File: config.mk
export PLATFORM = sky130hd
export DESIGN_NAME = weight_stream_loader
export DESIGN_NICKNAME = d
export VERILOG_FILES = /design/src/rtl/weight_stream_loader.sv
export SDC_FILE = /design/constraint.sdc
export NUM_CORES = 1
export LEC_CHECK = 0
export CAP_MARGIN = 40
export CORE_UTILIZATION = 53
export DETAILED_ROUTE_END_ITERATION = 12
export DONT_BUFFER_PORTS = 1
export GPL_ROUTABILITY_DRIVEN = 0
export PLACE_DENSITY = 0.68
export SKIP_CTS_REPAIR_TIMING = 1
export SLEW_MARGIN = 40
export SYNTH_ARGS = -nofsm -noshare
export SYNTH_HDL_FRONTEND = slang
export SYNTH_SLANG_ARGS = --single-unit
File: constraint.sdc
create_clock -name clk -period 3.3 [get_ports clk]
set_input_delay 0.33 -clock clk [delete_from_list [all_inputs] [get_ports clk]]
set_output_delay 0.33 -clock clk [all_outputs]
set_load 0.02 [all_outputs]
File: src/rtl/weight_stream_loader.sv
// Framed weight-byte loader: turns a valid/ready byte stream into one write per byte
// for the weight register bank and reports frame completion and frame length errors.
module weight_stream_loader #(
   parameter int NUM_WEIGHTS = 30,
   parameter int DATA_W      = 8,
   parameter int ADDR_W      = 5
) (
   input  logic              clk,
   input  logic              rst,
   input  logic              en,
   input  logic              clear,
   input  logic [DATA_W-1:0] s_data,
   input  logic              s_valid,
   input  logic              s_last,
   output logic              s_ready,
   output logic [DATA_W-1:0] wr_data,
   output logic [ADDR_W-1:0] wr_addr,
   output logic              wr_en,
   output logic              load_done,
   output logic              load_err,
   output logic              err_flag,
   output logic [ADDR_W-1:0] idx
);

   typedef enum logic [1:0] {
      IDLE  = 2'd0,
      LOAD  = 2'd1,
      DRAIN = 2'd2
   } state_t;

   localparam logic [ADDR_W-1:0] LAST_IDX = ADDR_W'(NUM_WEIGHTS - 1);

   state_t              state_reg, state_next;
   logic [ADDR_W-1:0]   idx_reg, idx_next;
   logic [DATA_W-1:0]   wr_data_reg, wr_data_next;
   logic [ADDR_W-1:0]   wr_addr_reg, wr_addr_next;
   logic                wr_en_reg, wr_en_next;
   logic                done_reg, done_next;
   logic                err_reg, err_next;
   logic                err_flag_reg, err_flag_next;
   logic                accept;

   // Reset gates ready directly so the upstream sees backpressure the moment rst rises.
   assign s_ready = en & ~clear & ~rst;
   assign accept  = s_valid & s_ready;

   always_ff @(posedge clk or posedge rst) begin
      if (rst) begin
         state_reg    <= IDLE;
         idx_reg      <= '0;
         wr_data_reg  <= '0;
         wr_addr_reg  <= '0;
         wr_en_reg    <= 1'b0;
         done_reg     <= 1'b0;
         err_reg      <= 1'b0;
         err_flag_reg <= 1'b0;
      end else begin
         state_reg    <= state_next;
         idx_reg      <= idx_next;
         wr_data_reg  <= wr_data_next;
         wr_addr_reg  <= wr_addr_next;
         wr_en_reg    <= wr_en_next;
         done_reg     <= done_next;
         err_reg      <= err_next;
         err_flag_reg <= err_flag_next;
      end
   end

   always_comb begin
      state_next    = state_reg;
      idx_next      = idx_reg;
      wr_data_next  = wr_data_reg;
      wr_addr_next  = wr_addr_reg;
      wr_en_next    = 1'b0;
      done_next     = 1'b0;
      err_next      = 1'b0;
      err_flag_next = err_flag_reg;

      if (clear) begin
         state_next    = IDLE;
         idx_next      = '0;
         err_flag_next = 1'b0;
      end else if (accept) begin
         case (state_reg)
            IDLE, LOAD: begin
               wr_en_next   = 1'b1;
               wr_addr_next = idx_reg;
               wr_data_next = s_data;
               if (idx_reg == LAST_IDX) begin
                  idx_next = '0;
                  if (s_last) begin
                     state_next = IDLE;
                     done_next  = 1'b1;
                  end else begin
                     state_next = DRAIN;
                  end
               end else if (s_last) begin
                  // Short frame: the byte is still written, then the frame is flagged.
                  idx_next      = '0;
                  state_next    = IDLE;
                  err_next      = 1'b1;
                  err_flag_next = 1'b1;
               end else begin
                  idx_next   = idx_reg + 1'b1;
                  state_next = LOAD;
               end
            end
            DRAIN: begin
               if (s_last) begin
                  state_next    = IDLE;
                  err_next      = 1'b1;
                  err_flag_next = 1'b1;
               end
            end
            default: begin
               state_next = IDLE;
               idx_next   = '0;
            end
         endcase
      end
   end

   assign wr_data   = wr_data_reg;
   assign wr_addr   = wr_addr_reg;
   assign wr_en     = wr_en_reg;
   assign load_done = done_reg;
   assign load_err  = err_reg;
   assign err_flag  = err_flag_reg;
   assign idx       = idx_reg;

endmodule
==> flow_summary.toml <==
# yosys + openroad results
[routing]
wl_um = 1949
detail-route-antenna-nets = 0
wire_per_inst_um = 17.25
top_layer_used = "met4"
drt_iter0_markers = 21
drc = 0

[critical_path]
worstRegToRegCells = 4
cp.required_ns = 3.55
critical_path_cell_count = 4
cp_slowest_stage_delay_ns = 0.60
cp_slowest_cell = "dfrtp_1"
rr_endpoint = "state_reg[1]"
critical_path_class = "flip-flop to flip-flop"
arrival_ns = 2.08
crit_path_end = "state_reg[1]"
cp_top_family = "simple AND/OR/NAND/NOR gates"
end_kind = "flip-flop"
cp_num_buf_inv = 0

[finish]
largest_reg_flops = 8
antenna_cells = 0
comb_area_um2 = 432.9
mostFrequentLayoutCells = "dfrtp_1 (24), mux2_2 (13), inv_1 (5), nand3b_1 (4), nand2_1 (4)"
drive_gt1_frac = 0.2273
nFillCells = 159
area_delta_synth_final_pct = 8.727
instances_no_fill = 113

[global_route]
use_met1 = 0.2252
track_usage = 0.1994
grt_pass1_vias = 667
grt_start_max_net_pins = 25
grt_pass1_wl_um = 2973
busiest_layer = "met2"

[power_and_ir_drop]
finalPower_uw = 622.3
power_per_cell_area_mw_per_mm2 = 539.4

[timing]
clock.fmax_ghz = 0.5457
skew_ns = 0.004041
final.setup.worst_slack_ns = 1.467
period_used_share = 0.5553
max-slew-margin-rel = 0.5849
final_hold_viol_count = 0
setup_violations = 0
whs_ns = 0.05614

[synthesis]
synth_cell_types = 30
yosysTopAreaCell = "dfrtp_1"
yosys_area_mm2 = 0.001061
ys_cells = 84
netlist_instances = 84
flop_cell = "dfrtp_1"
ys_seq_share = 0.5660
yosys_warnings = 0
fp_nets = 100
synth_flops = 24
syn_avg_cell_area_um2 = 12.63
yosysMostFrequentCell = "dfrtp_1"

[outcome]
status = "finished, final reports clean"

[run]
log.warning_count = 27

[die]
dieWidth_um = 46.74
io_pins = 37
rows = 15
coreArea_mm2 = 0.001802
fp_util = 0.5889
fp.dieH_um = 46.74

[hold_path]
holdPathStages = 1
hp-class = "input port to flip-flop"
hold_path.startpoint = "clear"

[place]
placed_area_mm2 = 0.001091
io_buffers = 0
place_inst = 108
dp_slack_ns = 1.481

[clock_network]
cts_made_buffers = 3
cts_tree = "built"
htree_levels = 1
path_clk_slew_ns = 0.12
final cells by class:
class	count	share of cell area
multi-input cells	53	0.3753
flip-flops and latches	24	0.5206
clock inverters	1	0.02603
well taps	25	0.02711
clock buffers	3	0.01952
inverters	5	0.01627
repair buffers	2	0.01518
where the power goes:
| group | switching (mW) | internal (mW) | leakage, nW |
|---|---|---|---|
| registers | 0.0489 | 0.319 | 0.318 |
| logic | 0.0201 | 0.0245 | 0.172 |
| clock network | 0.0867 | 0.123 | 0.0279 |
cells by family (layout without fill, tap and decap cells):
kind of cell | Yosys count | count (layout) | synth area share
DFF | 24 | 24 | 0.5660
adders and majority gates | 2 | 2 | 0.02358
muxes | 14 | 14 | 0.1474
buffers and inverters | 7 | 11 | 0.03184
and+or+nand+nor | 24 | 24 | 0.1474
AOI/OAI and AO/OA | 13 | 13 | 0.08374
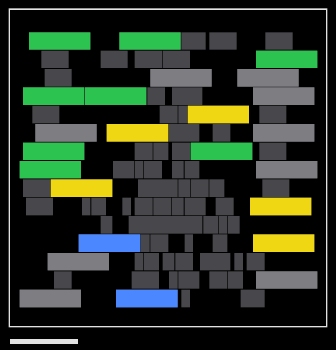
**Above:** sequential cells coloured by netlist name.
Bar = 10 µm. Other sequential cells in the stronger grey, the rest of the logic in the fainter grey.
- `state_reg`: blue (flops 2)
- `wr_data`: green (flops 8)
- `idx`: yellow (flops 5)
register area: 600.6 µm²
Seq area share: 0.5206
post-layout util: 0.6403

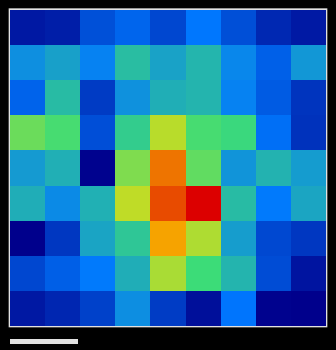
**Above:** wiring heat map.
Bar = 10 µm. The die is cut into 9 by 9 equal tiles; dark blue is low, red is high, scaled to the fullest tile. Values are wire area over tile area, all layers added.
- nearly empty tiles: 4.9%
- mean over tiles: 0.14
- tiles over half the peak: 17%
- fullest tile: 0.46

No activity file was given, so power comes from the tool's default toggle rates.
